--- src/rtl/ad9122_spi_readback.sv ---
// AD9122 SPI register readback: sends a read instruction {1, addr[6:0]} and shifts in one data byte.
// Define AD9122_RB_3WIRE_EN for 3-wire readback on SDIO; otherwise data is taken from SDO (4-wire).
module ad9122_spi_readback #(
  parameter int SCLK_DIV = 4,
  parameter int CS_SETUP = 2,
  parameter int CS_HOLD  = 2
) (
  input  logic       CLK,
  input  logic       RST,
  input  logic       AD9122_READ_EN,
  input  logic [6:0] AD9122_READ_ADDR,
  output logic       AD9122_READ_BUSY,
  output logic       AD9122_READ_DONE,
  output logic [7:0] READ_AD9122,
  output logic       AD9122_nCS,
  output logic       AD9122_SCLK,
  output logic       AD9122_SDIO,
  output logic       AD9122_SDIO_OE,
  input  logic       AD9122_SDIO_IN,
  input  logic       AD9122_SDO
);

  typedef enum logic [2:0] {IDLE, SETUP, SHIFT, HOLD, DONE} state_t;

  localparam logic [7:0] DIV_LAST   = 8'(SCLK_DIV - 1);
  localparam logic [7:0] SETUP_LAST = 8'(CS_SETUP - 1);
  localparam logic [7:0] HOLD_LAST  = 8'(CS_HOLD - 1);

  logic rx_in;
  logic unused_pin;

`ifdef AD9122_RB_3WIRE_EN
  localparam logic DATA_OE = 1'b0;
  assign rx_in      = AD9122_SDIO_IN;
  assign unused_pin = AD9122_SDO;
`else
  localparam logic DATA_OE = 1'b1;
  assign rx_in      = AD9122_SDO;
  assign unused_pin = AD9122_SDIO_IN;
`endif

  state_t     state_q;
  logic [7:0] cnt_q, cnt_d;
  logic [3:0] bit_q, bit_d;
  logic [7:0] sr_q, rx_q, rd_q;
  logic       ncs_q, sclk_q, sdio_q, oe_q, busy_q, done_q;

  assign cnt_d = cnt_q + 8'd1;
  assign bit_d = bit_q + 4'd1;

  always_ff @(posedge CLK) begin
    if (!RST) begin
      state_q <= IDLE;
      cnt_q   <= 8'd0;
      bit_q   <= 4'd0;
      sr_q    <= 8'd0;
      rx_q    <= 8'd0;
      rd_q    <= 8'd0;
      ncs_q   <= 1'b1;
      sclk_q  <= 1'b0;
      sdio_q  <= 1'b0;
      oe_q    <= 1'b1;
      busy_q  <= 1'b0;
      done_q  <= 1'b0;
    end else begin
      done_q <= 1'b0;
      case (state_q)
        IDLE, DONE: begin
          ncs_q   <= 1'b1;
          sclk_q  <= 1'b0;
          sdio_q  <= 1'b0;
          oe_q    <= 1'b1;
          busy_q  <= 1'b0;
          state_q <= IDLE;
          if (AD9122_READ_EN) begin
            sr_q    <= {1'b1, AD9122_READ_ADDR};
            cnt_q   <= 8'd0;
            ncs_q   <= 1'b0;
            busy_q  <= 1'b1;
            state_q <= SETUP;
          end
        end
        SETUP: begin
          if (cnt_q >= SETUP_LAST) begin
            cnt_q   <= 8'd0;
            bit_q   <= 4'd0;
            sdio_q  <= sr_q[7];
            sr_q    <= {sr_q[6:0], 1'b0};
            state_q <= SHIFT;
          end else begin
            cnt_q <= cnt_d;
          end
        end
        SHIFT: begin
          if (cnt_q >= DIV_LAST) begin
            cnt_q <= 8'd0;
            if (!sclk_q) begin
              // Rising phase: capture the device's data bit, MSB first
              sclk_q <= 1'b1;
              if (bit_q[3]) rx_q <= {rx_q[6:0], rx_in};
            end else begin
              sclk_q <= 1'b0;
              if (bit_q == 4'd15) begin
                sdio_q  <= 1'b0;
                oe_q    <= 1'b1;
                state_q <= HOLD;
              end else begin
                bit_q <= bit_d;
                if (bit_d[3]) begin
                  sdio_q <= 1'b0;
                  oe_q   <= DATA_OE;
                end else begin
                  sdio_q <= sr_q[7];
                  sr_q   <= {sr_q[6:0], 1'b0};
                end
              end
            end
          end else begin
            cnt_q <= cnt_d;
          end
        end
        HOLD: begin
          if (cnt_q >= HOLD_LAST) begin
            cnt_q   <= 8'd0;
            ncs_q   <= 1'b1;
            busy_q  <= 1'b0;
            done_q  <= 1'b1;
            rd_q    <= rx_q;
            state_q <= DONE;
          end else begin
            cnt_q <= cnt_d;
          end
        end
        default: state_q <= IDLE;
      endcase
    end
  end

  assign AD9122_READ_BUSY = busy_q;
  assign AD9122_READ_DONE = done_q;
  assign READ_AD9122      = rd_q;
  assign AD9122_nCS       = ncs_q;
  assign AD9122_SCLK      = sclk_q;
  assign AD9122_SDIO      = sdio_q;
  assign AD9122_SDIO_OE   = oe_q;

endmodule
--- config.mk ---
export PLATFORM = sky130hd
export DESIGN_NAME = ad9122_spi_readback
export DESIGN_NICKNAME = d
export VERILOG_FILES = /design/src/rtl/ad9122_spi_readback.sv
export SDC_FILE = /design/constraint.sdc
export NUM_CORES = 1
export LEC_CHECK = 0
export CAP_MARGIN = 0
export CORE_ASPECT_RATIO = 0.5
export CORE_UTILIZATION = 35
export DETAILED_ROUTE_END_ITERATION = 12
export SYNTH_ARGS = -nofsm -noshare
export SYNTH_HDL_FRONTEND = slang
export SYNTH_SLANG_ARGS = --single-unit
--- constraint.sdc ---
create_clock -name CLK -period 1.71 [get_ports CLK]
set_clock_uncertainty 0.1 [all_clocks]
set_input_delay 0.4275 -clock CLK [delete_from_list [all_inputs] [get_ports CLK]]
set_output_delay 0.4275 -clock CLK [all_outputs]
set_load 0.005 [all_outputs]
Figure 1. Clock nets.
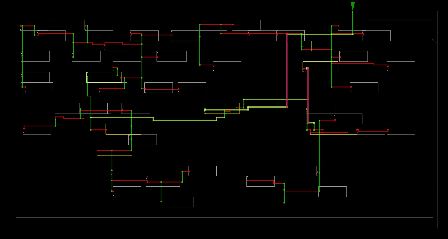
Layout clock buffers: 6
power consumed by the clock network: 0.00105 W
CTS sink count: 44

Figure 2. Cells by drive strength.
Scale bar: 20 um.
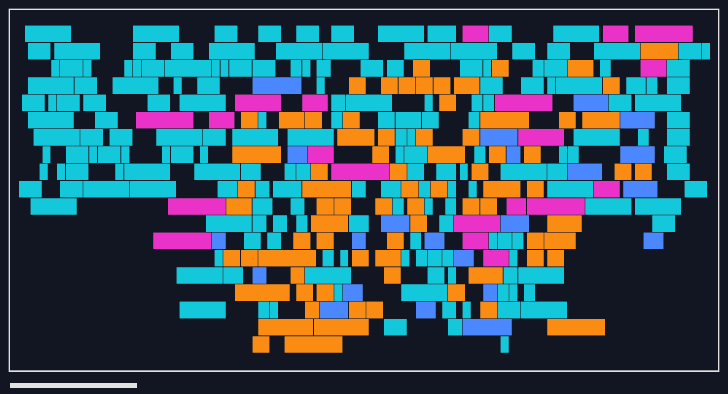
_3 and _4 cells -> orange  # cells 77
_6 and larger -> magenta  # cells 20
_2 cells -> blue  # cells 22
_0 and _1 cells -> cyan  # cells 187
final setup slack of the worst path: -0.170 ns
area growth from synthesis to layout: 57.8%
count of plain and timing-repair buffers: 87
post-route design area: 3320 um^2

Figure 3. Port wiring.
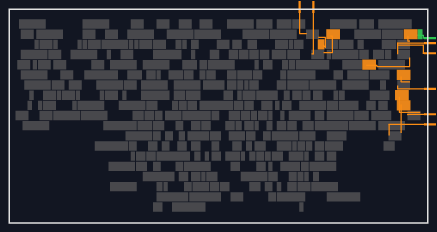
AD9122_READ_ADDR -> orange  # bits 7, direction input, end cells 7, wire 114 um
AD9122_SDIO_OE -> green  # bits 1, direction output, end cells 1, wire 2.50 um

Figure 4. Wiring by layer.
Scale bar: 20 um.
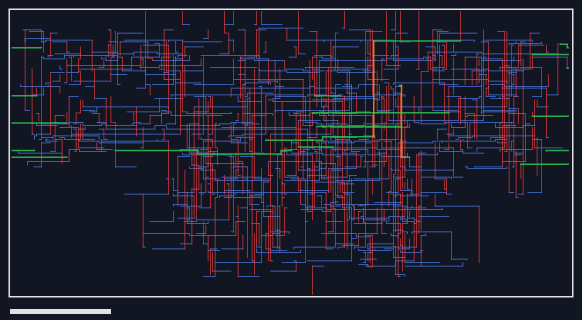
metal 2 -> red  # wire length 2600 um
metal 3 -> green  # wire length 201 um
metal 1 -> blue  # wire length 2460 um
metal 4 -> orange  # wire length 33.3 um
post-detailed-route wirelength per cell: 14.0 um
wire length after detailed routing: 5290 um
total number of vias: 1938

Figure 5. Sequential cells grouped by signal name.
Scale bar: 20 um.
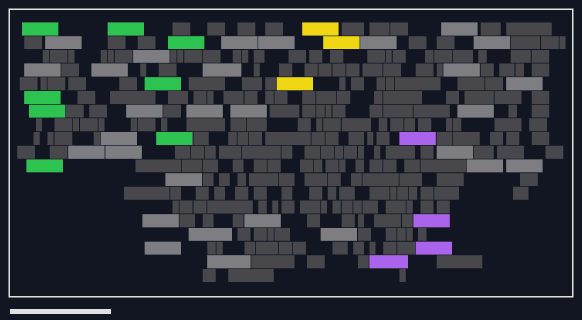
bit_q -> purple  # flops 4, where south-east
READ_AD9122 -> green  # flops 8
state_q -> yellow  # flops 3
not coloured = 29

==> tab_implementation.tex <==
% Auto-generated results table
\begin{tabular}{lr}
\hline
Metric & Value \\
\hline
\multicolumn{2}{l}{\textbf{Run status}} \\
Result of the run & finished, violations left \\
Violated checks & design-rule violations, negative setup slack \\
\multicolumn{2}{l}{\textbf{GRT}} \\
GR Layer Usage met1 & between 20\% and 30\% \\
Layer with the highest usage after global routing & met2 \\
Initial antenna violation count & 0 \\
\multicolumn{2}{l}{\textbf{Synthesis}} \\
Leading post-synthesis cells by instance count & sky130\_fd\_sc\_hd\_\_dfxtp\_1 (44), sky130\_fd\_sc\_hd\_\_nor2\_1 (29), sky130\_fd\_sc\_hd\_\_mux2i\_1 (26), sky130\_fd\_sc\_hd\_\_a21oi\_1 (18), sky130\_fd\_sc\_hd\_\_nand2\_1 (14) \\
Cells after synthesis & roughly 230 \\
Leading post-synthesis cells by cell area & sky130\_fd\_sc\_hd\_\_dfxtp\_1 (42\%), sky130\_fd\_sc\_hd\_\_mux2i\_1 (12\%), sky130\_fd\_sc\_hd\_\_nor2\_1 (5.2\%) \\
Area of the mapped netlist & 2100 um\^{}2 \\
Fraction of synthesized area in multiplexers & 13.5\% \\
Unique cell types & 46 \\
\multicolumn{2}{l}{\textbf{Placement}} \\
Detailed Place HPWL & 3500 um \\
DP Cell Count & around 360 \\
\multicolumn{2}{l}{\textbf{Routing}} \\
Remaining antenna violation count after routing & 0 \\
Iteration count of the initial detailed-routing pass & 8 \\
Post-DR vias/cell & between 5 and 6 \\
Drt drc & 1 \\
Met3 wirelength from detailed routing & about 200 um \\
\multicolumn{2}{l}{\textbf{Timing}} \\
RSZ-0062 raised after global routing & yes \\
Final number of hold-violating endpoints & 0 \\
Final setup slack of the worst path & -0.170 ns \\
Setup-failing EPs final & 22 \\
\multicolumn{2}{l}{\textbf{Pwr}} \\
Part of the total power dissipated in the clock network & about a fifth \\
Standby leakage power & around 1.3 nW \\
Power after layout & around 0.0055 W \\
Pwr Density & roughly 1700 nW/um\^{}2 \\
Switching part of the total & roughly 36\% \\
Biggest consumer & combinational cells \\
Sw Pwr & 0.00199 W \\
Logic power comb & roughly 0.0032 W \\
\multicolumn{2}{l}{\textbf{Cells and area}} \\
Fin util & approximately three fifths \\
Top library cells by usage in the layout, fill and taps aside & sky130\_fd\_sc\_hd\_\_buf\_4 (51), sky130\_fd\_sc\_hd\_\_dfxtp\_1 (40), sky130\_fd\_sc\_hd\_\_mux2i\_1 (26), sky130\_fd\_sc\_hd\_\_nor2\_1 (25), sky130\_fd\_sc\_hd\_\_clkdlybuf4s50\_1 (22) \\
Filler cell count & approximately 480 \\
Register fraction of the total cell area & between 20\% and 30\% \\
\multicolumn{2}{l}{\textbf{Floorplan}} \\
Num ports & 26 \\
\multicolumn{2}{l}{\textbf{Worst setup path}} \\
Reg-to-reg critical path startpoint & cnt\_q[1] \\
Critical path required time & around 1.8 ns \\
Cells along the critical path & inv\_4 > ha\_4 > nor4b\_4 > a22o\_1 > a21oi\_4 > buf\_12 > buf\_6 > a21oi\_2 > a311oi\_2 \\
CP Depth & 9 \\
Arrival @ worst endpoint & about 1.9 ns \\
Buf+Inv Stages, Crit Path & 3 \\
RR Endpoint & sr\_q[5] \\
\multicolumn{2}{l}{\textbf{CTS}} \\
Setup Fix Bufs, Post-CTS & 9 \\
Skew-Pair Late Insertion Delay & between 0.2 and 0.3 ns \\
TritonCTS clock tree & built \\
CTS clock-pin slew for the worst setup and hold paths & $\sim$0.060 ns \\
\multicolumn{2}{l}{\textbf{Min path}} \\
Hold Crit Start & AD9122\_READ\_BUSY \\
Classification of the worst-slack hold path & reg2reg \\
\hline
\end{tabular}
Power figures rest on the tool's default switching activity, not on a simulated workload.
